$ cat src/rtl/mips_instr_encoder_pkg.sv
// Shared MIPS encoding constants, op-select encoding and descriptor type.
// The instruction decoder imports the same constants.
package mips_instr_encoder_pkg;

  typedef enum logic [3:0] {
    OP_ADDIU = 4'd0,
    OP_JAL   = 4'd1,
    OP_ADDU  = 4'd2,
    OP_ADD   = 4'd3,
    OP_ADDI  = 4'd4,
    OP_SLT   = 4'd5,
    OP_BNE   = 4'd6,
    OP_BEQ   = 4'd7,
    OP_JR    = 4'd8,
    OP_SW    = 4'd9,
    OP_LW    = 4'd10
  } opSel_e;

  typedef enum logic {
    EMPTY = 1'b0,
    FULL  = 1'b1
  } bufState_e;

  localparam logic [5:0] OPC_RTYPE = 6'b000000;
  localparam logic [5:0] OPC_ADDIU = 6'b001001;
  localparam logic [5:0] OPC_JAL   = 6'b000011;
  localparam logic [5:0] OPC_ADDI  = 6'b001000;
  localparam logic [5:0] OPC_BNE   = 6'b000101;
  localparam logic [5:0] OPC_BEQ   = 6'b000100;
  localparam logic [5:0] OPC_SW    = 6'b101011;
  localparam logic [5:0] OPC_LW    = 6'b100011;

  localparam logic [5:0] FN_ADDU = 6'b100001;
  localparam logic [5:0] FN_ADD  = 6'b100000;
  localparam logic [5:0] FN_SLT  = 6'b101010;
  localparam logic [5:0] FN_JR   = 6'b001000;

  // op is kept as a raw vector so illegal selects 11-15 survive into the encoder.
  typedef struct packed {
    logic [3:0]  op;
    logic [4:0]  rs;
    logic [4:0]  rt;
    logic [4:0]  rd;
    logic [15:0] imm;
    logic [25:0] target;
  } descriptor_t;

  function automatic logic [31:0] rType(input descriptor_t d, input logic [5:0] funct);
    return {OPC_RTYPE, d.rs, d.rt, d.rd, 5'b00000, funct};
  endfunction

  function automatic logic [31:0] iType(input descriptor_t d, input logic [5:0] opcode);
    return {opcode, d.rs, d.rt, d.imm};
  endfunction

endpackage

$ cat src/rtl/mips_encode_comb.sv
// Purely combinational mapping from an operation descriptor to a MIPS word.
// Unsupported op selects yield a zero word with illegal asserted.
module mips_encode_comb
  import mips_instr_encoder_pkg::*;
(
  input  descriptor_t desc,
  output logic [31:0] instr,
  output logic        illegal
);

  always_comb begin
    instr   = '0;
    illegal = 1'b0;
    case (desc.op)
      OP_ADDIU: instr = iType(desc, OPC_ADDIU);
      OP_JAL:   instr = {OPC_JAL, desc.target};
      OP_ADDU:  instr = rType(desc, FN_ADDU);
      OP_ADD:   instr = rType(desc, FN_ADD);
      OP_ADDI:  instr = iType(desc, OPC_ADDI);
      OP_SLT:   instr = rType(desc, FN_SLT);
      OP_BNE:   instr = iType(desc, OPC_BNE);
      OP_BEQ:   instr = iType(desc, OPC_BEQ);
      OP_JR:    instr = {OPC_RTYPE, desc.rs, 15'b0, FN_JR};
      OP_SW:    instr = iType(desc, OPC_SW);
      OP_LW:    instr = iType(desc, OPC_LW);
      default:  illegal = 1'b1;
    endcase
  end

endmodule

$ cat src/rtl/mips_instr_encoder.sv
// Streaming MIPS instruction encoder: valid/ready in and out, one-word holding
// register, wrapping word-address counter, saturating word count, sticky error.
module mips_instr_encoder
  import mips_instr_encoder_pkg::*;
#(
  parameter int unsigned MEM_WORDS = 1024,
  parameter int unsigned ADDR_W    = 10,
  parameter int unsigned BASE_ADDR = 0
) (
  input  logic              clk,
  input  logic              reset,
  input  logic              clear,
  input  logic              in_valid,
  output logic              in_ready,
  input  logic [3:0]        in_op,
  input  logic [4:0]        in_rs,
  input  logic [4:0]        in_rt,
  input  logic [4:0]        in_rd,
  input  logic [15:0]       in_imm,
  input  logic [25:0]       in_target,
  output logic              out_valid,
  input  logic              out_ready,
  output logic [31:0]       out_instr,
  output logic [ADDR_W-1:0] out_addr,
  output logic              err_illegal,
  output logic [ADDR_W:0]   word_count
);

  localparam logic [ADDR_W-1:0] ADDR_BASE = ADDR_W'(BASE_ADDR);
  localparam logic [ADDR_W-1:0] ADDR_LAST = ADDR_W'(MEM_WORDS - 1);
  localparam logic [ADDR_W-1:0] ADDR_ONE  = ADDR_W'(1);
  localparam logic [ADDR_W:0]   WC_ONE    = (ADDR_W + 1)'(1);
  localparam logic [ADDR_W:0]   WC_MAX    = '1;

  bufState_e         state, nextState;
  descriptor_t       desc;
  logic [31:0]       encInstr;
  logic              encIllegal;
  logic [31:0]       instrReg;
  logic [ADDR_W-1:0] addrReg;
  logic [ADDR_W:0]   wordCountReg;
  logic              errReg;
  logic              inFire, outFire, legalFire;

  assign desc = '{op: in_op, rs: in_rs, rt: in_rt, rd: in_rd,
                  imm: in_imm, target: in_target};

  mips_encode_comb uEncode (
    .desc    (desc),
    .instr   (encInstr),
    .illegal (encIllegal)
  );

  assign out_valid = (state == FULL);
  assign in_ready  = !clear && (!out_valid || out_ready);

  // clear pre-empts the output side too, so no counter/count update on a cleared cycle.
  assign inFire    = in_valid && in_ready;
  assign outFire   = out_valid && out_ready && !clear;
  assign legalFire = inFire && !encIllegal;

  always_comb begin
    nextState = state;
    if (clear) begin
      nextState = EMPTY;
    end else begin
      case (state)
        EMPTY: if (legalFire) nextState = FULL;
        FULL:  if (outFire && !legalFire) nextState = EMPTY;
        default: nextState = EMPTY;
      endcase
    end
  end

  always_ff @(posedge clk or posedge reset) begin
    if (reset) begin
      state        <= EMPTY;
      instrReg     <= '0;
      addrReg      <= ADDR_BASE;
      wordCountReg <= '0;
      errReg       <= 1'b0;
    end else if (clear) begin
      state        <= EMPTY;
      instrReg     <= '0;
      addrReg      <= ADDR_BASE;
      wordCountReg <= '0;
      errReg       <= 1'b0;
    end else begin
      state <= nextState;
      if (legalFire) instrReg <= encInstr;
      if (outFire) begin
        addrReg <= (addrReg == ADDR_LAST) ? '0 : addrReg + ADDR_ONE;
        if (wordCountReg != WC_MAX) wordCountReg <= wordCountReg + WC_ONE;
      end
      if (inFire && encIllegal) errReg <= 1'b1;
    end
  end

  assign out_instr   = instrReg;
  assign out_addr    = addrReg;
  assign word_count  = wordCountReg;
  assign err_illegal = errReg;

endmodule
$ cat config.mk
export PLATFORM = sky130hd
export DESIGN_NAME = mips_instr_encoder
export DESIGN_NICKNAME = d
export VERILOG_FILES = /design/src/rtl/mips_instr_encoder_pkg.sv /design/src/rtl/mips_encode_comb.sv /design/src/rtl/mips_instr_encoder.sv
export SDC_FILE = /design/constraint.sdc
export NUM_CORES = 1
export LEC_CHECK = 0
export CAP_MARGIN = 0
export CORE_UTILIZATION = 44
export DETAILED_ROUTE_END_ITERATION = 7
export GPL_ROUTABILITY_DRIVEN = 0
export PLACE_DENSITY = 0.81
export SYNTH_ARGS = -nofsm -noshare
export SYNTH_HDL_FRONTEND = slang
export SYNTH_SLANG_ARGS = --single-unit
$ cat constraint.sdc
create_clock -name clk -period 2.3 [get_ports clk]
set_clock_uncertainty 0.1 [all_clocks]
set_input_delay 0.46 -clock clk [delete_from_list [all_inputs] [get_ports clk]]
set_output_delay 0.46 -clock clk [all_outputs]
set_load 0.01 [all_outputs]
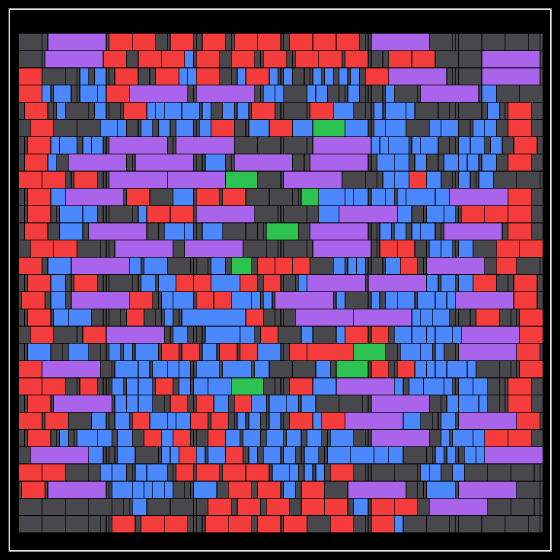
class_map.png
Fill, decap, tap and diode cells in grey.
Key: clock drivers and dummy loads = green [cells 8]; sequential cells = purple [cells 54]; remaining buffers and delay cells = red [cells 159]; remaining logic cells = blue [cells 265]

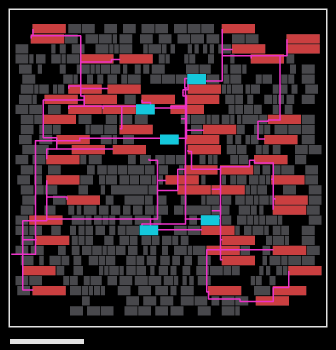
clock_wires.png
The bar under the picture is 20 um long.
Key: flip-flops = red [count 54]; clock wires = magenta [length 664 um]; clock-net drivers = cyan [count 5]
There are 6 routed clock nets. Position of the flops: widely spread.

==> Changelog: implementation <==
## Implementation

* WL per Instance at 15.7 um
* CP startpoint: in_op[2]
* Worst reg2reg endpoint: out_instr[0]$_DFFE_PP0P_
* Aoi share at 23.2%
* Via count at 3,208
* Routed Antenna Nets at 0
* Clk buf depth at 2
* Fmax at 454 MHz
* Cells in synth_stat.txt at 343
* Non-CTS buffers at 159
* Top-area cell share at 44.3%
* Int Power at 1.50 mW
* Unrepaired setup endpoints after global routing: false
* Max-slew violations at 0
* Status: finished clean
* CP endpoint: out_instr[8]$_DFFE_PP0P_
* Initial antenna violation count at 0
* Multi-input gates at 251
* Largest cell class by area: logic gates
* Synth area leaders: dfrtp_1 (44%), nand2_1 (5.2%), a21oi_1 (3.8%), o211ai_1 (3.7%), nand3_1 (3.4%)
* Die width at 85.3 um
* Non-clk invs at 14
* Worst setup EP type: flop
* Die height at 85.3 um
* CTS Hold Bufs at 0
* Maxcap violations at 0
* Total congestion overflow at 0
Power and IR drop assume default switching activity.
